### config.mk
export PLATFORM = sky130hd
export DESIGN_NAME = mc_mem_bridge
export DESIGN_NICKNAME = d
export VERILOG_FILES = /design/src/rtl/mc_mem_bridge_pkg.sv /design/src/rtl/mc_mem_bridge_timeout_cnt.sv /design/src/rtl/mc_mem_bridge.sv
export SDC_FILE = /design/constraint.sdc
export NUM_CORES = 1
export LEC_CHECK = 0
export CAP_MARGIN = 20
export CORE_UTILIZATION = 41
export CTS_CLUSTER_DIAMETER = 30
export DETAILED_ROUTE_END_ITERATION = 10
export GPL_TIMING_DRIVEN = 0
export PLACE_DENSITY = 0.85
export SLEW_MARGIN = 40
export SYNTH_ARGS = -nofsm -noshare
export SYNTH_HDL_FRONTEND = slang
export SYNTH_SLANG_ARGS = --single-unit
### constraint.sdc
create_clock -name clk -period 1.86 [get_ports clk]
set_clock_uncertainty 0.05 [all_clocks]
set_input_delay 0.372 -clock clk [delete_from_list [all_inputs] [get_ports clk]]
set_output_delay 0.372 -clock clk [all_outputs]
set_load 0.02 [all_outputs]
### src/rtl/mc_mem_bridge_pkg.sv
// Shared definitions for the CPU-to-memory bridge: FSM state encodings, error codes
// and the default poison value returned on a failed read.
package mc_mem_bridge_pkg;

  typedef enum logic [1:0] {
    ST_IDLE = 2'd0,
    ST_BUSY = 2'd1,
    ST_DONE = 2'd2
  } state_t;

  localparam logic [1:0] ERR_NONE     = 2'b00;
  localparam logic [1:0] ERR_MISALIGN = 2'b01;
  localparam logic [1:0] ERR_TIMEOUT  = 2'b10;
  localparam logic [1:0] ERR_CONFLICT = 2'b11;

  localparam logic [31:0] ERR_DATA_DEFAULT = 32'hDEAD_BEEF;

  function automatic logic is_misaligned(input logic [1:0] byte_off);
    return byte_off != 2'b00;
  endfunction

endpackage

### src/rtl/mc_mem_bridge_timeout_cnt.sv
// Wait-state counter for the memory bridge. Holds at TIMEOUT-1 and flags expiry there;
// TIMEOUT=0 disables expiry entirely.
module mc_timeout_cnt #(
  parameter int TIMEOUT = 255
) (
  input  logic clk,
  input  logic rst_n,
  input  logic clear,
  input  logic enable,
  output logic expire
);

  localparam int CW = (TIMEOUT < 1) ? 1 : $clog2(TIMEOUT + 1);

  logic [CW-1:0] cnt_q;

  generate
    if (TIMEOUT == 0) begin : g_off
      assign expire = 1'b0;
    end else begin : g_on
      localparam logic [CW-1:0] LAST = CW'(TIMEOUT - 1);
      assign expire = (cnt_q == LAST);
    end
  endgenerate

  // Stops at the expiry value so the count can never wrap back to zero.
  always_ff @(posedge clk or negedge rst_n) begin
    if (!rst_n) begin
      cnt_q <= '0;
    end else if (clear) begin
      cnt_q <= '0;
    end else if (enable && !expire) begin
      cnt_q <= cnt_q + CW'(1);
    end
  end

endmodule

### src/rtl/mc_mem_bridge.sv
// Bridges the multi-cycle CPU's held MemRd/MemWr strobes to a req/ack memory with
// variable latency, stalling the CPU until the access has completed or failed.
import mc_mem_bridge_pkg::*;

module mc_mem_bridge #(
  parameter int              AW       = 32,
  parameter int              DW       = 32,
  parameter int              TIMEOUT  = 255,
  parameter logic [DW-1:0]   ERR_DATA = DW'(ERR_DATA_DEFAULT)
) (
  input  logic          clk,
  input  logic          reset,
  input  logic          cpu_rd,
  input  logic          cpu_wr,
  input  logic [AW-1:0] cpu_addr,
  input  logic [DW-1:0] cpu_wdata,
  output logic [DW-1:0] cpu_rdata,
  output logic          cpu_stall,
  output logic          cpu_err,
  output logic [1:0]    err_code,
  output logic          mem_req,
  output logic          mem_we,
  output logic [AW-1:0] mem_addr,
  output logic [DW-1:0] mem_wdata,
  input  logic          mem_ack,
  input  logic [DW-1:0] mem_rdata,
  output logic [1:0]    dbg_state
);

  // Memory handshake: mem_req rises on BUSY entry and stays high with mem_we, mem_addr and
  // mem_wdata frozen until the cycle mem_ack is sampled high (or the wait budget runs out);
  // mem_ack carries mem_rdata in that same cycle and is ignored in any other state.

  state_t        state_q, state_d;
  logic [1:0]    err_q, err_d;
  logic [DW-1:0] rdata_q, rdata_d;
  logic [AW-1:0] addr_q;
  logic [DW-1:0] wdata_q;
  logic          we_q;
  logic          latch;
  logic          access;
  logic          expire;

  assign access = cpu_rd | cpu_wr;

  mc_timeout_cnt #(.TIMEOUT(TIMEOUT)) u_timeout_cnt (
    .clk    (clk),
    .rst_n  (reset),
    .clear  (state_q != ST_BUSY),
    .enable (state_q == ST_BUSY),
    .expire (expire)
  );

  always_comb begin
    state_d   = state_q;
    err_d     = err_q;
    rdata_d   = rdata_q;
    latch     = 1'b0;
    cpu_stall = 1'b0;
    mem_req   = 1'b0;
    cpu_err   = 1'b0;
    case (state_q)
      ST_IDLE: begin
        cpu_stall = access;
        // Conflict outranks misalignment; neither error ever reaches the memory.
        if (cpu_rd && cpu_wr) begin
          state_d = ST_DONE;
          err_d   = ERR_CONFLICT;
        end else if (access && is_misaligned(cpu_addr[1:0])) begin
          state_d = ST_DONE;
          err_d   = ERR_MISALIGN;
        end else if (access) begin
          state_d = ST_BUSY;
          latch   = 1'b1;
        end
      end
      ST_BUSY: begin
        mem_req   = 1'b1;
        cpu_stall = 1'b1;
        if (mem_ack) begin
          state_d = ST_DONE;
          err_d   = ERR_NONE;
          if (!we_q) rdata_d = mem_rdata;
        end else if (expire) begin
          state_d = ST_DONE;
          err_d   = ERR_TIMEOUT;
          if (!we_q) rdata_d = ERR_DATA;
        end
      end
      ST_DONE: begin
        cpu_err = (err_q != ERR_NONE);
        state_d = ST_IDLE;
      end
      default: state_d = ST_IDLE;
    endcase
  end

  always_ff @(posedge clk or negedge reset) begin
    if (!reset) begin
      state_q <= ST_IDLE;
      err_q   <= ERR_NONE;
      rdata_q <= '0;
      addr_q  <= '0;
      wdata_q <= '0;
      we_q    <= 1'b0;
    end else begin
      state_q <= state_d;
      err_q   <= err_d;
      rdata_q <= rdata_d;
      if (latch) begin
        addr_q  <= cpu_addr;
        wdata_q <= cpu_wdata;
        we_q    <= cpu_wr;
      end
    end
  end

  assign cpu_rdata = rdata_q;
  assign err_code  = err_q;
  assign mem_we    = we_q;
  assign mem_addr  = addr_q;
  assign mem_wdata = wdata_q;
  assign dbg_state = state_q;

endmodule

### Track usage over the die

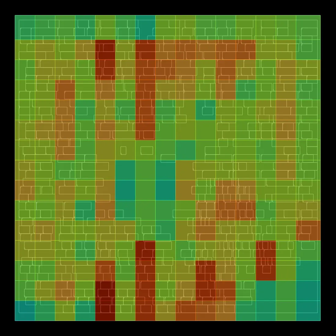
met3 usage: 6.18%
final routed wire length divided by cell count: 16.6 um
grt met1 use: 23.9%

==> run summary <==
Flow results are below.

- The flow ran to the end, and the final reports show no timing, DRC or antenna violations.
- The area share of the leading cell type in the synthesized netlist is 62.7%, for reference.
- The post-route total power is 10.0 mW, for reference.
- The average cell area after synthesis is 15.4 um^2, for reference.
- For this run, the chip area from Yosys synthesis comes to 4350 um^2.
- The global placement routability congestion is 0.769, for reference.
- In the post-synthesis netlist, the biggest area contributors are sky130_fd_sc_hd__dfrtp_1, sky130_fd_sc_hd__mux2_4, sky130_fd_sc_hd__mux2_2, sky130_fd_sc_hd__o22a_1, sky130_fd_sc_hd__a22o_1.
- The setup total negative slack is 0 ns, for reference.
- The instance tally after logic synthesis is 282, for reference.
- The setup path with the least slack is of type reg -> out.
- The total of max-cap violations is 0, for reference.
- The count of boundary I/O pins is 205, for reference.
- The register-to-register setup slack is roughly 0.06 ns, for reference.
- Per the timing report, the achievable frequency comes out to 551 MHz.
- The timing report gives the biggest stage delay along the critical path as 0.64 ns.
- The detailed placer reported the number of placed instances as 623.
- The worst setup path is launched from a flop.
- In the final layout, the share of cells above drive strength 1 is approximately 22%.
- TritonCTS built the clock tree.
- The end point of the critical path is mem_we, for reference.
- The area growth from synthesis to final layout is 57.6%, for reference.
- The critical path goes through clkdlybuf4s50_1.
- The final timing report derives a shortest allowable period of 1.81 ns.
- The ratio of final minimum period to clock period is a little over nine tenths, for reference.
- The script extracted a total leakage power of 3.06 nW.
- The number of buffers between clock root and the deepest sink is 2, for reference.
- The slew check shows that the tightest pin keeps a relative margin of 62.2%.
- The critical path's slowest stage uses the library cell sky130_fd_sc_hd__clkdlybuf4s50_1.
- Counting endpoints that fail hold in the final report gives 0.
- The commonest non-fill, non-tap cell in the layout is sky130_fd_sc_hd__clkdlybuf4s50_1, for reference.
- For this run, asynchronously set or reset flops after synthesis account for 100%.
- In this run the core area contains 37 standard-cell rows.
- The capturing point of the worst reg2reg path is mem_wdata[30]$_DFFE_PN0P_, for reference.
- The skew report gives the latency at the later pin of the worst-skew pair as 0.35 ns.
- In this run, synthesis produced a sequential element count of 109.
- The number of gates resized after CTS was 18.
- The type of destination of the critical path is a primary output, for reference.
- Fill cells in the final layout number 738.
- After synthesis, the design contains 282 cells according to Yosys.
- The count of routing violations after the opening detailed-route iteration is 103, for reference.
- The critical path depth in cells is 1, for reference.
- Per the layout area report, the register area comes to 2730 um^2.
- In the post-synthesis netlist, the cell with the most instances is sky130_fd_sc_hd__dfrtp_1.
- Data on the critical path arrives at its endpoint at 1.39 ns.
- The total routing usage reported by global routing is 20.0%, for reference.
- The number of antenna violations at the first check in global routing is 0.
- 0 antenna diodes ended up in the layout.
- The number of pins exceeding their max-slew limit in the final report is 0, for reference.
- The post-cts hold buffer count is 1, for reference.
- The number of setup violations in the final report is 0, for reference.
- In the synthesized netlist the dominant register cell turns out to be sky130_fd_sc_hd__dfrtp_1.
- For this block, the via count after detailed routing is 3,127.
- The vertical die dimension is approximately 100 um, for reference.
- The post-layout worst setup margin is around 0.046 ns, for reference.
- The clock slew seen by the registers of the worst setup and hold paths is 0.11 ns, for reference.
### Signal wires by layer

Drawn at 4 px/um. Only two layers are drawn.
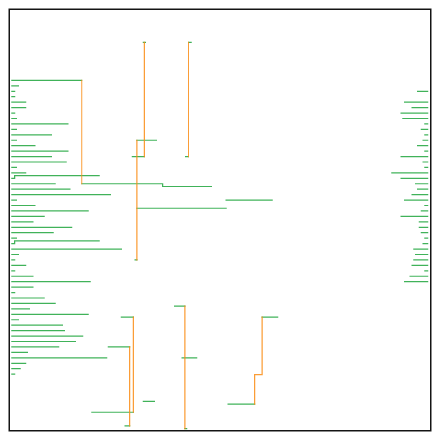
Orange is M4, wire length 211 um. Green is M3, wire length 707 um.

==> stage by stage <==
| stage | area [um^2] | hold WS (ns) |
|---|---|---|
| floorplan | 4350 | 0.0264 |
| global placement | 6560 | 0.420 |
| detailed placement | 6590 | 0.289 |
| CTS | 6820 | 0.448 |
| global route | 6850 | 0.473 |
| finish | 6850 | 0.445 |
==> logic make-up after synthesis <==
family,synth area share [%]
simple gates,4.20
buf+inv,2.56
mux,20.0
fa+ha+maj,0.575
flops,62.7
compound gates,8.92
xor+xnor,1.01
==> cell type report <==
type                       count  share of cell area, %
tap                          136                   2.48
timing repair buffer         210                   30.7
sequential                   109                   39.8
inverter                       4                  0.219
clock inverter                 7                  0.803
clock buffer                   9                   1.81
buffer                        13                   1.61
multi-input combinational    156                   22.6
==> metal layers <==
metal	global-route usage, %	vias to the layer above	wire (um)	part of all wire, %
li1	-	1458	-	-
met1	23.9	1541	4330	40
met2	34.3	111	5450	51
met3	6.18	17	706	6.6
met4	6.44	0	210	2.0
met5	0	-	0	0
==> worst min-delay path by stage <==
stage                                    startpoint                   endpoint  slack (ns)  cells after the start
after floorplan                               reset   cpu_rdata[0]$_DFFE_PN0P_        0.03                      0
after global placement      mem_addr[1]$_DFFE_PN0P_    mem_addr[1]$_DFFE_PN0P_        0.42                      1
after detailed placement                      reset   cpu_rdata[9]$_DFFE_PN0P_        0.29                      1
after CTS                   mem_addr[0]$_DFFE_PN0P_    mem_addr[0]$_DFFE_PN0P_        0.45                      1
after global routing      cpu_rdata[26]$_DFFE_PN0P_  cpu_rdata[26]$_DFFE_PN0P_        0.47                      1
final                       mem_addr[0]$_DFFE_PN0P_    mem_addr[0]$_DFFE_PN0P_        0.44                      1
==> power breakdown <==
group	internal [mW]	switching, mW
clock network	0.508	0.835
registers	3.32	0.542
logic	2.70	2.15
Power figures rest on the tool's default switching activity, not on a simulated workload.
